===== config.mk =====
export PLATFORM = sky130hd
export DESIGN_NAME = conv_window_gen
export DESIGN_NICKNAME = d
export VERILOG_FILES = /design/src/rtl/conv_pkg.sv /design/src/rtl/conv_line_buffer.sv /design/src/rtl/conv_window_gen.sv
export SDC_FILE = /design/constraint.sdc
export NUM_CORES = 1
export LEC_CHECK = 0
export CORE_AREA = 2 2 137 139
export DETAILED_ROUTE_END_ITERATION = 7
export DIE_AREA = 0 0 139 141
export MAX_ROUTING_LAYER = met4
export PLACE_DENSITY = 0.75
export RECOVER_POWER = 25
export SYNTH_ARGS = -nofsm -noshare
export SYNTH_HDL_FRONTEND = slang
export SYNTH_HIERARCHICAL = 1
export SYNTH_SLANG_ARGS = --single-unit

===== constraint.sdc =====
create_clock -name clock -period 12 [get_ports clock]
set_input_delay 1.2 -clock clock [delete_from_list [all_inputs] [get_ports clock]]
set_output_delay 1.2 -clock clock [all_outputs]
set_load 0.1 [all_outputs]

===== src/rtl/conv_pkg.sv =====
// Shared types and default geometry for the conv block (window generator and conv core).
package conv_pkg;
  localparam int SIZE      = 3;
  localparam int WIDTH_BIT = 8;
  localparam int IMG_W     = 8;
  localparam int IMG_H     = 8;

  typedef logic [WIDTH_BIT-1:0] pixel_t;
  typedef pixel_t [0:SIZE-1][0:SIZE-1] window_t;
  typedef enum logic {IDLE, RUN} state_t;
endpackage


===== src/rtl/conv_line_buffer.sv =====
// One image row of delay: a pixel entering now leaves DEPTH enabled shifts later.
module conv_line_buffer #(
  parameter int DEPTH = 8,
  parameter int WIDTH = 8
) (
  input  logic             clock,
  input  logic             en,
  input  logic [WIDTH-1:0] pix,
  output logic [WIDTH-1:0] delayed
);
  // Contents are always rewritten before being read within a frame, so no reset.
  logic [WIDTH-1:0] mem [DEPTH];

  always_ff @(posedge clock) begin
    if (en) begin
      mem[0] <= pix;
      for (int k = 1; k < DEPTH; k++) begin
        mem[k] <= mem[k-1];
      end
    end
  end

  assign delayed = mem[DEPTH-1];
endmodule


===== src/rtl/conv_window_gen.sv =====
// Raster pixel stream to SIZE x SIZE sliding window; emits only fully in-image windows,
// one cycle after the pixel completing each window is accepted.
module conv_window_gen import conv_pkg::*; #(
  parameter int SIZE      = conv_pkg::SIZE,
  parameter int WIDTH_BIT = conv_pkg::WIDTH_BIT,
  parameter int IMG_W     = conv_pkg::IMG_W,
  parameter int IMG_H     = conv_pkg::IMG_H
) (
  input  logic                                         clock,
  input  logic                                         nreset,
  input  logic                                         pix_valid,
  input  logic                                         pix_sof,
  input  logic [WIDTH_BIT-1:0]                         pix_in,
  output logic                                         win_valid,
  output logic [0:SIZE-1][0:SIZE-1][WIDTH_BIT-1:0]     win_out,
  output logic                                         frame_done,
  output logic                                         busy
);
  localparam int CW = (IMG_W > 1) ? $clog2(IMG_W) : 1;
  localparam int RW = (IMG_H > 1) ? $clog2(IMG_H) : 1;
  localparam logic [CW-1:0] LAST_COL  = CW'(IMG_W - 1);
  localparam logic [RW-1:0] LAST_ROW  = RW'(IMG_H - 1);
  localparam logic [CW-1:0] FIRST_COL = CW'(SIZE - 1);
  localparam logic [RW-1:0] FIRST_ROW = RW'(SIZE - 1);

  state_t state_reg, state_next;
  logic [CW-1:0] col_reg, col_next, cur_col;
  logic [RW-1:0] row_reg, row_next, cur_row;
  logic take, win_hit, last_hit;
  logic [0:SIZE-1][0:SIZE-1][WIDTH_BIT-1:0] win_reg, win_shift;
  // lb_chain[0] is the live pixel; lb_chain[k] is the same column k rows above.
  logic [WIDTH_BIT-1:0] lb_chain [SIZE];

  assign lb_chain[0] = pix_in;

  generate
    for (genvar gi = 0; gi < SIZE - 1; gi++) begin : g_lb
      conv_line_buffer #(.DEPTH(IMG_W), .WIDTH(WIDTH_BIT)) u_lb (
        .clock  (clock),
        .en     (take),
        .pix    (lb_chain[gi]),
        .delayed(lb_chain[gi+1])
      );
    end

    for (genvar gi = 0; gi < SIZE; gi++) begin : g_row
      for (genvar gj = 0; gj < SIZE; gj++) begin : g_col
        if (gj == SIZE - 1) begin : g_new
          assign win_shift[gi][gj] = lb_chain[SIZE-1-gi];
        end else begin : g_old
          assign win_shift[gi][gj] = win_reg[gi][gj+1];
        end
      end
    end
  endgenerate

  always_ff @(posedge clock or negedge nreset) begin
    if (!nreset) begin
      state_reg <= IDLE;
    end else begin
      state_reg <= state_next;
    end
  end

  // A sof pixel is always position (0,0), whether it starts or restarts a frame.
  always_comb begin
    state_next = state_reg;
    col_next   = col_reg;
    row_next   = row_reg;
    cur_col    = col_reg;
    cur_row    = row_reg;
    take       = 1'b0;
    win_hit    = 1'b0;
    last_hit   = 1'b0;
    if (pix_valid && (pix_sof || state_reg == RUN)) begin
      take = 1'b1;
      if (pix_sof) begin
        cur_col = '0;
        cur_row = '0;
      end
      win_hit  = (cur_row >= FIRST_ROW) && (cur_col >= FIRST_COL);
      last_hit = (cur_row == LAST_ROW) && (cur_col == LAST_COL);
      if (cur_col == LAST_COL) begin
        col_next = '0;
        row_next = last_hit ? '0 : cur_row + 1'b1;
      end else begin
        col_next = cur_col + 1'b1;
        row_next = cur_row;
      end
      state_next = last_hit ? IDLE : RUN;
    end
  end

  always_ff @(posedge clock or negedge nreset) begin
    if (!nreset) begin
      col_reg    <= '0;
      row_reg    <= '0;
      win_reg    <= '0;
      win_out    <= '0;
      win_valid  <= 1'b0;
      frame_done <= 1'b0;
    end else begin
      col_reg    <= col_next;
      row_reg    <= row_next;
      win_valid  <= take && win_hit;
      frame_done <= take && last_hit;
      if (take) begin
        win_reg <= win_shift;
      end
      if (take && win_hit) begin
        win_out <= win_shift;
      end
    end
  end

  assign busy = (state_reg == RUN);
endmodule


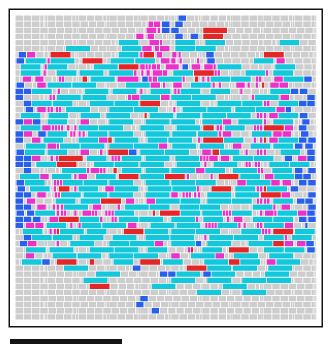
*Placement by cell class*
The bar under the picture is 50 µm long. Fill, decap, tap and diode cells in grey.
legend:
  remaining logic cells:
    colour: magenta
    cells: 255
    share_of_their_area: 16%
  registers:
    colour: cyan
    cells: 257
    share_of_their_area: 68%
  remaining buffers and delay cells:
    colour: blue
    cells: 90
    share_of_their_area: 8.5%
  clock drivers and dummy loads:
    colour: red
    cells: 46
    share_of_their_area: 8.1%
fin util: 58.8%
CORE AREA: 18,300 µm²

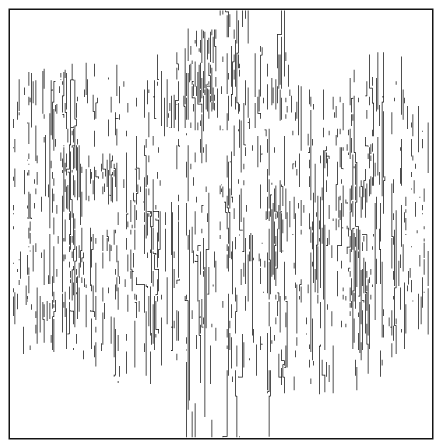
*Metal 2*
wire length on this layer: 6,820 µm
main direction: vertical
nets with wire on the layer: 581
share of all routed wire: 47%
GRT met2 Usage: 24.0%
drt total wl: 14,700 µm

==> reports/metrics.csv <==
stage,metric,value,unit
power,Flop pwr share,54.6,%
critical_path,WS Path Type,input port to async pin,
logic_synthesis,count of library flops with an enable pin,128,
run_status,run status,finished with violations,
logic_synthesis,YS chip area,8940,µm²
finish,Commonest Layout Cell,nand2_1,
finish,layout cell share with drive strength beyond 1,17.9,%
floorplan,Chip Width,139,µm
power,Clk pwr share,42.7,%
drt,Max Used Layer,met4,
critical_path,WP depth,1,
clock_network,setup bufs post-CTS,0,
power,Total Power,0.00182,W
logic_synthesis,syn avg cell area,16.4,µm²
sta,Final Hold Fails,0,
logic_synthesis,Synth async-reset ratio,50.2,%
place,routability cong.,0.743,
logic_synthesis,Synth Seq Share,79.1,%
logic_synthesis,main flop type,dfrtp_1,
place,pre-CTS setup slack,7.38,ns
power,leading power group,registers,
sta,Final Max Slew Viols,81,
logic_synthesis,mapped cell area,8940,µm²
sta,Post-Route Skew,0.00687,ns
sta,final setup violation count,0,
logic_synthesis,top cell type's share of synthesized area,43.0,%
run_status,failing checks,"capacitance limit, slew limit",
critical_path,Bufs and invs on worst path,1,
logic_synthesis,synth warn,6,
critical_path,CP Data Arrival Time,4.24,ns
sta,final setup TNS,0,ns
sta,slew at the pin closest to its max-slew limit,4.32,ns
floorplan,IO Pins,87,
grt,global route hottest layer,met2,
clock_network,clk slew on worst S/H paths,0.06,ns
finish,most common logic cells in the final layout,"150 x nand2_1, 129 x dfrtp_1, 128 x edfxtp_1",
grt,maximum number of pins on one net before global-route repair,109,
sta,RSZ-0062 raised after global routing,no,
grt,Total Routing Usage GR,15.8,%
min_path,Min-Delay Path Depth,0,
place,area post-placement,9900,µm²
drt,met3 wire length,772,µm
floorplan,Die H,141,µm
place,Placed Cells,836,
clock_network,htree depth,1,
grt,initial antenna violation count,0,
logic_synthesis,and+or+nand+nor area frac,7.02,%
drt,drt first pass iters,4,
drt,met1 WL,6660,µm
sta,worst setup margin,7.36,ns
drt,DRT antenna net count,0,
job,Tool Warnings,30,
grt,vias in the first global route,4560,
drt,iteration-0 DRC count of the detailed router,340,
finish,max reg flops,128,
logic_synthesis,comb area leader,multiplexers,
critical_path,Worst Path Max Fanout,80,
drt,WL per Instance,16.6,µm
logic_synthesis,Mux area share,9.19,%
power,Power Combinational,0.0000496,W
logic_synthesis,aoi share,0.993,%
job,max cap viols,1,
power,P_clk,0.000780,W
clock_network,Sink Count,257,
clock_network,Root Buffer,clkbuf_16,
power,Seq group,0.000996,W
sta,worst hold slack,0.414,ns
floorplan,Row Count,50,
logic_synthesis,most frequent cell after synthesis,nand2_1,
critical_path,worst reg2reg path depth,6,
critical_path,CP max-delay cell,clkbuf_1,
sta,fmax,215,MHz
min_path,HP Class,flip-flop to flip-flop,
finish,"Net count, final",647,
clock_network,Hold Buf Count CTS,0,
grt,grt ovf,0,
power,switching portion of total power,20.1,%
critical_path,Worst path max stage delay,2.96,ns
place,number of port buffers,86,
clock_network,Num CTS Buffers,25,
logic_synthesis,# Cells Yosys,546,
drt,vias,4434,
finish,antenna cells,0,
logic_synthesis,biggest area cells,"edfxtp_1 43%, dfrtp_1 36%, mux2_2 8.6%",
finish,Layout Cells excl Fill,882,
grt,first-pass GRT wire length,24200,µm
floorplan,Die ar.,19600,µm²
power,internal cell power,0.00146,W
power,VDD IR max,120,µV
logic_synthesis,top cells by count,"150 x nand2_1, 129 x dfrtp_1, 128 x edfxtp_1",
critical_path,critical path launch point type,input port,
place,Post-DP HPWL,8320,µm
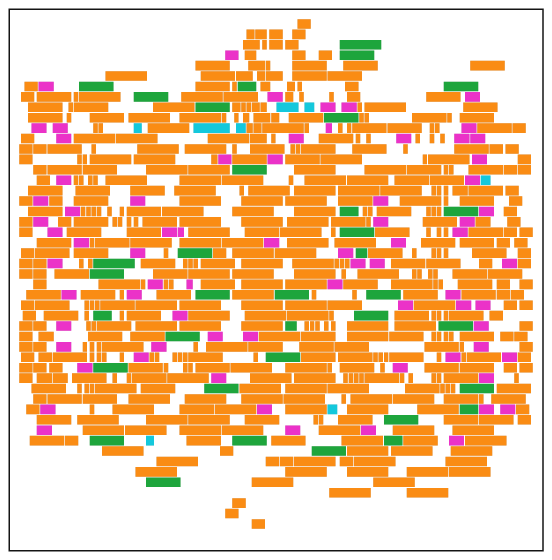
*Sizing map*
legend:
  x1 and smaller:
    colour: orange
    cells: 532
  x3 and x4:
    colour: cyan
    cells: 8
  x2:
    colour: magenta
    cells: 73
  x6 and larger:
    colour: green
    cells: 35
final instance area: 10,700 µm²
area grow syn2layout: 20.1%

==> final timing paths <==
| kind | from | to | slack, ns |
|---|---|---|---|
| max reg2reg | busy | win_out[36] | 8.86 |
| min | g_lb[0].u_lb/mem[1][14] | g_lb[0].u_lb/mem[1][22] | 0.41 |
| max in group clock | pix_sof | win_out[36] | 7.90 |
| min reg2reg | g_lb[0].u_lb/mem[1][14] | g_lb[0].u_lb/mem[1][22] | 0.41 |
| min in group asynchronous | nreset | win_out[45] | 2.20 |
| max | nreset | win_reg[9] | 7.36 |
==> area by class of cell <==
type | count | area [µm²]
clock inverter | 11 | 108
tap | 234 | 293
fill | 1347 | 7530
clock buffer | 35 | 734
inverter | 5 | 23.8
multi-input combinational | 250 | 1630
sequential | 257 | 7070
timing repair buffer | 90 | 885
No activity file was given, so power comes from the tool's default toggle rates.
